drive_strength.png
Drawn at 3 px/um.
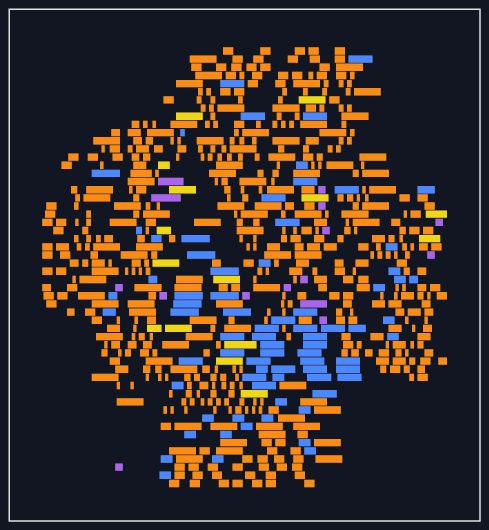
final_congestion.png
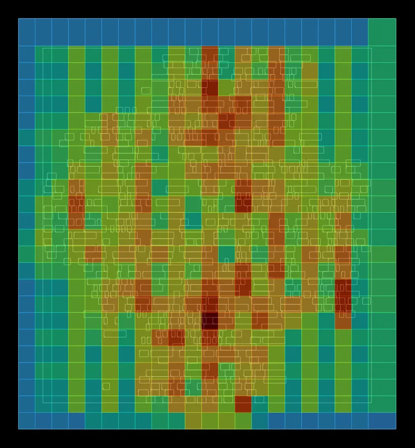
registers.png
Drawn at 2 px/um. Other sequential cells in the stronger grey, the rest of the logic in the fainter grey.
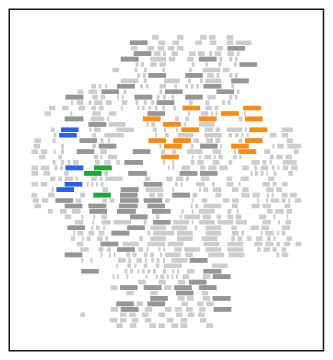
met2.png
Drawn at 2 px/um.
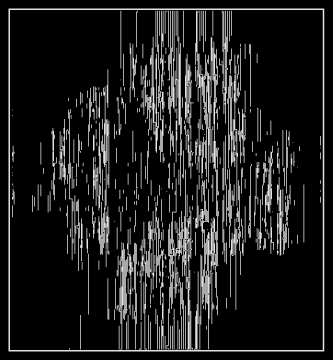
zoom.png
Window x 66 to 91, y 73 to 98 um. Cells in grey, sequential cells in the stronger grey; small squares are vias.
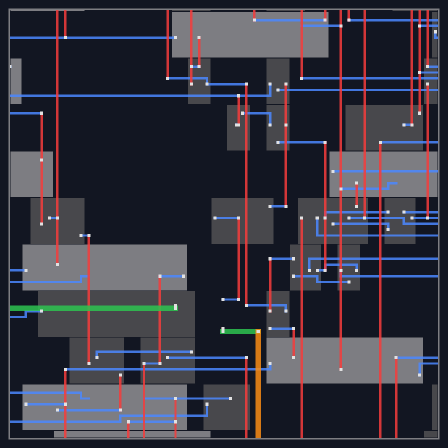
==> src/rtl/buscaminas_ctrl_if.sv <==
// Command and board-status bundle between the input debouncers, the game
// controller and the VGA board renderer.
interface buscaminas_ctrl_if #(
  parameter int ROWS = 4,
  parameter int COLS = 4
);
  localparam int N  = ROWS * COLS;
  localparam int RW = $clog2(ROWS);
  localparam int CW = $clog2(COLS);
  localparam int KW = $clog2(N + 1);

  logic          iniciar;
  logic          usar_tablero_externo;
  logic [N-1:0]  tablero_in;
  logic          mover;
  logic [1:0]    direccion;
  logic          seleccionarCasilla;
  logic          marcarBandera;

  logic [2:0]    estado;
  logic          tablero_generado;
  logic          victoria;
  logic          derrota;
  logic [RW-1:0] cursor_fila;
  logic [CW-1:0] cursor_col;
  logic [N-1:0]  mapa_minas;
  logic [N-1:0]  revelado;
  logic [N-1:0]  bandera;
  logic [3:0]    minas_vecinas;
  logic [KW-1:0] minas_restantes;
  logic [KW-1:0] casillas_reveladas;

  modport master (
    output iniciar, usar_tablero_externo, tablero_in, mover, direccion,
           seleccionarCasilla, marcarBandera,
    input  estado, tablero_generado, victoria, derrota, cursor_fila, cursor_col,
           mapa_minas, revelado, bandera, minas_vecinas, minas_restantes,
           casillas_reveladas
  );

  modport slave (
    input  iniciar, usar_tablero_externo, tablero_in, mover, direccion,
           seleccionarCasilla, marcarBandera,
    output estado, tablero_generado, victoria, derrota, cursor_fila, cursor_col,
           mapa_minas, revelado, bandera, minas_vecinas, minas_restantes,
           casillas_reveladas
  );
endinterface

==> src/rtl/buscaminas_ctrl.sv <==
// Minesweeper game controller: mine placement (LFSR or external map), cursor,
// reveal/flag bookkeeping and win/loss decision for a ROWS x COLS board.
module buscaminas_ctrl #(
  parameter int          ROWS  = 4,
  parameter int          COLS  = 4,
  parameter int          MINES = 2,
  parameter logic [15:0] SEED  = 16'hACE1
) (
  input  logic             clk,
  input  logic             rst,
  buscaminas_ctrl_if.slave bus
);
  localparam int N  = ROWS * COLS;
  localparam int RW = $clog2(ROWS);
  localparam int CW = $clog2(COLS);
  localparam int IW = ($clog2(N) > 1) ? $clog2(N) : 1;
  localparam int KW = $clog2(N + 1);

  localparam logic [2:0] S_IDLE = 3'd0;
  localparam logic [2:0] S_GEN  = 3'd1;
  localparam logic [2:0] S_PLAY = 3'd2;
  localparam logic [2:0] S_WIN  = 3'd3;
  localparam logic [2:0] S_LOSE = 3'd4;

  logic [2:0]    estado_q, estado_d;
  logic [15:0]   lfsr_q, lfsr_d;
  logic [N-1:0]  mapa_q, mapa_d, rev_q, rev_d, flag_q, flag_d;
  logic [RW-1:0] fila_q, fila_d;
  logic [CW-1:0] col_q, col_d;
  logic [KW-1:0] rest_q, rest_d, cnt_q, cnt_d, placed_q, placed_d;
  logic          ext_q, ext_d, gen_q, gen_d;
  logic          ini_q, mov_q, sel_q, mrk_q;

  // Commands act only on a low-to-high transition of their level input
  logic ini_fire, mov_fire, sel_fire, mrk_fire;
  assign ini_fire = bus.iniciar            & ~ini_q;
  assign mov_fire = bus.mover              & ~mov_q;
  assign sel_fire = bus.seleccionarCasilla & ~sel_q;
  assign mrk_fire = bus.marcarBandera      & ~mrk_q;

  logic [IW-1:0] cur, cand;
  logic          cand_ok;
  assign cur     = IW'(32'(fila_q) * COLS + 32'(col_q));
  assign cand    = lfsr_q[IW-1:0];
  assign cand_ok = (32'(cand) < N) && !mapa_q[cand];

  always_comb begin
    estado_d = estado_q;
    lfsr_d   = {lfsr_q[14:0], lfsr_q[15] ^ lfsr_q[13] ^ lfsr_q[12] ^ lfsr_q[10]};
    mapa_d   = mapa_q;
    rev_d    = rev_q;
    flag_d   = flag_q;
    fila_d   = fila_q;
    col_d    = col_q;
    rest_d   = rest_q;
    cnt_d    = cnt_q;
    placed_d = placed_q;
    ext_d    = ext_q;
    gen_d    = 1'b0;
    if (ini_fire && estado_q != S_GEN) begin
      mapa_d   = '0;
      rev_d    = '0;
      flag_d   = '0;
      cnt_d    = '0;
      placed_d = '0;
      fila_d   = '0;
      col_d    = '0;
      rest_d   = KW'(MINES);
      ext_d    = bus.usar_tablero_externo;
      estado_d = S_GEN;
    end else begin
      case (estado_q)
        S_GEN: begin
          if (ext_q) begin
            mapa_d   = bus.tablero_in;
            estado_d = S_PLAY;
            gen_d    = 1'b1;
          end else if (cand_ok) begin
            mapa_d[cand] = 1'b1;
            placed_d     = placed_q + 1'b1;
            if (placed_q == KW'(MINES - 1)) begin
              estado_d = S_PLAY;
              gen_d    = 1'b1;
            end
          end
        end
        S_PLAY: begin
          if (sel_fire) begin
            if (!rev_q[cur] && !flag_q[cur]) begin
              rev_d[cur] = 1'b1;
              if (mapa_q[cur]) estado_d = S_LOSE;
              else begin
                cnt_d = cnt_q + 1'b1;
                if (cnt_q == KW'(N - MINES - 1)) estado_d = S_WIN;
              end
            end
          end else if (mrk_fire) begin
            if (!rev_q[cur]) begin
              if (flag_q[cur]) begin
                flag_d[cur] = 1'b0;
                rest_d      = rest_q + 1'b1;
              end else if (rest_q != '0) begin
                flag_d[cur] = 1'b1;
                rest_d      = rest_q - 1'b1;
              end
            end
          end else if (mov_fire) begin
            case (bus.direccion)
              2'b00:   fila_d = (fila_q == '0) ? RW'(ROWS - 1) : fila_q - 1'b1;
              2'b01:   fila_d = (fila_q == RW'(ROWS - 1)) ? '0 : fila_q + 1'b1;
              2'b10:   col_d  = (col_q == '0) ? CW'(COLS - 1) : col_q - 1'b1;
              default: col_d  = (col_q == CW'(COLS - 1)) ? '0 : col_q + 1'b1;
            endcase
          end
        end
        default: ;
      endcase
    end
  end

  always_ff @(posedge clk or negedge rst) begin
    if (!rst) begin
      estado_q <= S_IDLE;
      lfsr_q   <= SEED;
      mapa_q   <= '0;
      rev_q    <= '0;
      flag_q   <= '0;
      fila_q   <= '0;
      col_q    <= '0;
      rest_q   <= KW'(MINES);
      cnt_q    <= '0;
      placed_q <= '0;
      ext_q    <= 1'b0;
      gen_q    <= 1'b0;
      ini_q    <= 1'b0;
      mov_q    <= 1'b0;
      sel_q    <= 1'b0;
      mrk_q    <= 1'b0;
    end else begin
      estado_q <= estado_d;
      lfsr_q   <= lfsr_d;
      mapa_q   <= mapa_d;
      rev_q    <= rev_d;
      flag_q   <= flag_d;
      fila_q   <= fila_d;
      col_q    <= col_d;
      rest_q   <= rest_d;
      cnt_q    <= cnt_d;
      placed_q <= placed_d;
      ext_q    <= ext_d;
      gen_q    <= gen_d;
      ini_q    <= bus.iniciar;
      mov_q    <= bus.mover;
      sel_q    <= bus.seleccionarCasilla;
      mrk_q    <= bus.marcarBandera;
    end
  end

  // Neighbour count clips at the board edges rather than wrapping
  logic [3:0] nb;
  always_comb begin
    int nr, nc;
    nb = '0;
    for (int dr = -1; dr <= 1; dr++) begin
      for (int dc = -1; dc <= 1; dc++) begin
        nr = 32'(fila_q) + dr;
        nc = 32'(col_q) + dc;
        if (!(dr == 0 && dc == 0) && nr >= 0 && nr < ROWS && nc >= 0 && nc < COLS)
          nb = nb + {3'b000, mapa_q[nr * COLS + nc]};
      end
    end
  end

  assign bus.estado             = estado_q;
  assign bus.tablero_generado   = gen_q;
  assign bus.victoria           = (estado_q == S_WIN);
  assign bus.derrota            = (estado_q == S_LOSE);
  assign bus.cursor_fila        = fila_q;
  assign bus.cursor_col         = col_q;
  assign bus.mapa_minas         = mapa_q;
  assign bus.revelado           = rev_q;
  assign bus.bandera            = flag_q;
  assign bus.minas_vecinas      = nb;
  assign bus.minas_restantes    = rest_q;
  assign bus.casillas_reveladas = cnt_q;
endmodule

==> src/flat_wrapper.sv <==
// flat-port wrapper written by rule: the top's interface ports become plain ports
module buscaminas_ctrl_flat 
#(
  parameter int          ROWS  = 4,
  parameter int          COLS  = 4,
  parameter int          MINES = 2,
  parameter logic [15:0] SEED  = 16'hACE1
)
  (clk, rst, bus_iniciar, bus_usar_tablero_externo, bus_tablero_in, bus_mover, bus_direccion, bus_seleccionarCasilla, bus_marcarBandera, bus_estado, bus_tablero_generado, bus_victoria, bus_derrota, bus_cursor_fila, bus_cursor_col, bus_mapa_minas, bus_revelado, bus_bandera, bus_minas_vecinas, bus_minas_restantes, bus_casillas_reveladas);
  buscaminas_ctrl_if #(.ROWS(ROWS), .COLS(COLS)) bus_i ();
  input  logic clk;
  input  logic rst;
  input wire logic [$bits(bus_i.iniciar)-1:0] bus_iniciar;
  input wire logic [$bits(bus_i.usar_tablero_externo)-1:0] bus_usar_tablero_externo;
  input wire logic [$bits(bus_i.tablero_in)-1:0] bus_tablero_in;
  input wire logic [$bits(bus_i.mover)-1:0] bus_mover;
  input wire logic [$bits(bus_i.direccion)-1:0] bus_direccion;
  input wire logic [$bits(bus_i.seleccionarCasilla)-1:0] bus_seleccionarCasilla;
  input wire logic [$bits(bus_i.marcarBandera)-1:0] bus_marcarBandera;
  output wire logic [$bits(bus_i.estado)-1:0] bus_estado;
  output wire logic [$bits(bus_i.tablero_generado)-1:0] bus_tablero_generado;
  output wire logic [$bits(bus_i.victoria)-1:0] bus_victoria;
  output wire logic [$bits(bus_i.derrota)-1:0] bus_derrota;
  output wire logic [$bits(bus_i.cursor_fila)-1:0] bus_cursor_fila;
  output wire logic [$bits(bus_i.cursor_col)-1:0] bus_cursor_col;
  output wire logic [$bits(bus_i.mapa_minas)-1:0] bus_mapa_minas;
  output wire logic [$bits(bus_i.revelado)-1:0] bus_revelado;
  output wire logic [$bits(bus_i.bandera)-1:0] bus_bandera;
  output wire logic [$bits(bus_i.minas_vecinas)-1:0] bus_minas_vecinas;
  output wire logic [$bits(bus_i.minas_restantes)-1:0] bus_minas_restantes;
  output wire logic [$bits(bus_i.casillas_reveladas)-1:0] bus_casillas_reveladas;
  assign bus_i.iniciar = bus_iniciar;
  assign bus_i.usar_tablero_externo = bus_usar_tablero_externo;
  assign bus_i.tablero_in = bus_tablero_in;
  assign bus_i.mover = bus_mover;
  assign bus_i.direccion = bus_direccion;
  assign bus_i.seleccionarCasilla = bus_seleccionarCasilla;
  assign bus_i.marcarBandera = bus_marcarBandera;
  assign bus_estado = bus_i.estado;
  assign bus_tablero_generado = bus_i.tablero_generado;
  assign bus_victoria = bus_i.victoria;
  assign bus_derrota = bus_i.derrota;
  assign bus_cursor_fila = bus_i.cursor_fila;
  assign bus_cursor_col = bus_i.cursor_col;
  assign bus_mapa_minas = bus_i.mapa_minas;
  assign bus_revelado = bus_i.revelado;
  assign bus_bandera = bus_i.bandera;
  assign bus_minas_vecinas = bus_i.minas_vecinas;
  assign bus_minas_restantes = bus_i.minas_restantes;
  assign bus_casillas_reveladas = bus_i.casillas_reveladas;
  buscaminas_ctrl #(.ROWS(ROWS), .COLS(COLS), .MINES(MINES), .SEED(SEED)) u_core (.clk(clk), .rst(rst), .bus(bus_i));
endmodule
==> config.mk <==
export PLATFORM = sky130hd
export DESIGN_NAME = buscaminas_ctrl_flat
export DESIGN_NICKNAME = d
export VERILOG_FILES = /design/src/rtl/buscaminas_ctrl_if.sv /design/src/rtl/buscaminas_ctrl.sv /design/src/flat_wrapper.sv
export SDC_FILE = /design/constraint.sdc
export NUM_CORES = 1
export LEC_CHECK = 0
export CAP_MARGIN = 20
export CELL_PAD_IN_SITES_DETAIL_PLACEMENT = 1
export CELL_PAD_IN_SITES_GLOBAL_PLACEMENT = 1
export CORE_ASPECT_RATIO = 1.1
export CORE_MARGIN = 10
export CORE_UTILIZATION = 28
export CTS_CLUSTER_SIZE = 40
export DETAILED_ROUTE_END_ITERATION = 8
export HOLD_SLACK_MARGIN = 0.06
export MAX_ROUTING_LAYER = met4
export PLACE_DENSITY = 0.64
export SLEW_MARGIN = 10
export SYNTH_ARGS = -nofsm -noshare
export SYNTH_HDL_FRONTEND = slang
export SYNTH_SLANG_ARGS = --single-unit
==> constraint.sdc <==
create_clock -name clk -period 8.4 [get_ports clk]
set_input_delay 1.26 -clock clk [delete_from_list [all_inputs] [get_ports clk]]
set_output_delay 1.26 -clock clk [all_outputs]
set_load 0.03 [all_outputs]
==> run summary <==
fresh numbers from the pnr run: max-cap check violation count=0, Yosys cell types=about 50, cell count along the critical path=26, aggregate routed wire length=18.0 mm, wire length of the first global-routing pass=29.2 mm, sequential element share of the synthesized area=40.4%, Worst Setup Start Kind=flip-flop, clock network power consumption=between 0.4 and 0.5 mW, half-perimeter wire length after detailed placement=between 10 and 15 mm, maximum achievable frequency=about 130 MHz, Crit Path Category=flip-flop to output port, clock slew seen by the registers of the worst setup and hold paths=~0.06 ns, cell total in the yosys stat output=532, number of warnings issued by yosys=0, OpenROAD warning count=36, initial antenna violation count=1, multi-input logic portion of the cell area=44.8%, area of combinational cells with multiple inputs=3270 um^2, fillers=2240, number of flip-flops and latches in the synthesized netlist=92, setup repair after global routing missed its margin=false, Root Buffer=clkbuf_16, Reg-to-Reg End=u_core.bus.casillas_reveladas[4]$_DFFE_PN0P_, post-route ant nets=0, fraction of area in clock buffers and inverters=4.00%, Psw=about 0.94 mW, Post-Syn Nets=around 590, arithmetic-cell share of the synthesized area counting full adders, half adders and majority gates=7.12%, Final TNS setup=0 ns, post-cts sizing count=0, number of post-CTS setup repair buffers=0, worst slack at placement=roughly 0.5 ns, XOR/XNOR Fraction of Synth Area=~4.7%, pin slew with the least headroom to its limit=between 1 and 1.5 ns, terminating pin of the worst hold path=u_core.lfsr_q[6]$_DFF_PN1_, number of clock buffers inserted by TritonCTS=9, Worst Min Path Start=u_core.lfsr_q[5]$_DFF_PN1_, number of top-level pins=97, final weighted congestion of routability-driven global placement=~0.79, proportion of register bits with asynchronous set or reset after synthesis=100%, uppermost signal routing layer after detailed routing=met4, Core Util at FP=28.7%, number of DRC violations after detailed-routing iteration 0=~290, Horiz. Die Dim=around 160 um, count of buffering cells on the critical path with inverters included=2, required time of the worst setup path=7.14 ns, area of all placed cells without fillers=roughly 7300 um^2, number of buffers inserted by port buffering=between 90 and 100, DR DRC count=0, total power of the final layout=2.25 mW, final slew viol count=0, count of inserted antenna diode cells=1, startpoint of the most critical setup path=u_core.bus.cursor_col[0]$_DFFE_PN0P_, path category of the worst min-delay check=flip-flop to flip-flop, Core Region=roughly 20000 um^2, largest net degree at the start of global routing=64, post-layout period usage=a little over nine tenths, flop2flop setup slack=between 4 and 5 ns, shortest clock period the worst path allows after layout=around 8 ns, maximum ir drop on the vdd rail=approximately 150 uV, leakage component of the power=between 3 and 4 nW, cell internal power dissipation=approximately 1.3 mW, Compound Share, Synth=between 10% and 20%, delay of the slowest cell on the worst path=approximately 0.58 ns, length of routed wiring on met1=about 7.7 mm, share of cell area taken by muxes after synthesis=around 18%, global route total overflow=0, via count=4619, Clk network pwr share=18.3%, multi-input combinational gate total=between 300 and 400, number of tap instances=about 250, simple-gate portion of the synthesized area=~15%, Final Non-Filler Cells=868, iteration count of the initial detailed-routing pass=4, Top class by area=logic gates, number of standard cells after synthesis=about 530, Post-DP Area=~7000 um^2, category of cells accounting for the largest share of critical-path delay=adder cells, share of post-route cells with drive strength above 1=about 17%, TritonCTS Sinks=92, library cell appearing most often on the critical path=ha_1, die outline height=170 um, flip-flop and latch count=slightly above 90, worst setup path end=bus_minas_vecinas[2], switching share of power=roughly two fifths, nets=approximately 670, pwr/cell area=308 nW/um^2, critical path peak fanout=19, power in sequential cells=approximately 0.64 mW, relative area of non-clock buffer cells in the final design=approximately 14%, status=complete, no violations, Final Skew=~0.0077 ns, area share of the leading cell type in the synthesized netlist=between 30% and 40%, group drawing the most power=combinational cells, Met2 Wirelength=9.34 mm, Dominant flop cell=dfrtp_1, element type at the critical path end=output port, post-synthesis area per instance=10.8 um^2, post-cts hold buffer count=0, startpoint of the most critical register-to-register path=u_core.bus.cursor_col[1]$_DFFE_PN0P_, Total Die Area=26600 um^2
Notes on drive_strength.png above:
- drive 1 or less: orange (cells 510; share 83%)
- drive 2: blue (cells 75; share 12%)
- drive 3 to 4: purple (cells 15; share 2.4%)
- drive 6 and up: yellow (cells 15; share 2.4%)
final setup margin: 0.403 ns
count of buffers not belonging to the clock network in the layout: 106
Area Growth Syn to Fin: 27.1%

Notes on final_congestion.png above:
GR Layer Usage met3: 2.22%
global route hottest layer: met2
per-cell routed wire length: 20.7 um
GR Layer Usage met1: 17.0%
overall track demand over capacity in global routing: 14.2%

Notes on registers.png above:
- u_core.bus.casillas_reveladas: blue (flops 5; where middle left)
- u_core.bus.revelado: orange (flops 16)
- u_core.bus.estado: green (flops 3)
final cell utilization of the core: 36.4%
area occupied by registers: 2310 um^2
flip-flop and latch share of the layout cell area: 31.7%

Notes on met2.png above:
- nets with wire on the layer: 598
- wire length on this layer: 9340 um
- main direction: vertical

Notes on zoom.png above:
- met2: red
- met3: green
- met4: orange
- met1: blue
- cells with their middle in the window: 21
- most frequent: nor2_1 (4), dfrtp_1 (3)
- sequential cells in the window: 5
- netlist names of flops here include: u_core.bus.cursor_col (2), u_core.lfsr_q (2)

## placed cells by master, fill, tap and decap left out, drive strengths merged, types with 2 or more instances in the layout
cell and count:
mux2 7, o21ai 25, nor4b 2, clkbuf 12
a31oi 22, nand2 24, inv 12, a2111oi 2
ha 31, a21o 3, buf 15, dfstp 9
xnor2 21, dfrtp 83, xor2 10, o221a 17
a211oi 2, or3 4, nor3b 5, or3b 2
nor2b 14, clkdlybuf4s50 91, nand3 40, a21oi 22
nor2 62, nand4 4, mux4 33, mux2i 20
nand2b 4
## metal layers
metal	vias to the layer above	GRT usage, %
li1	2118	-
met1	2377	17.0
met2	105	24.0
met3	19	2.22
met4	0	4.68
met5	-	-
Power figures rest on the tool's default switching activity, not on a simulated workload.
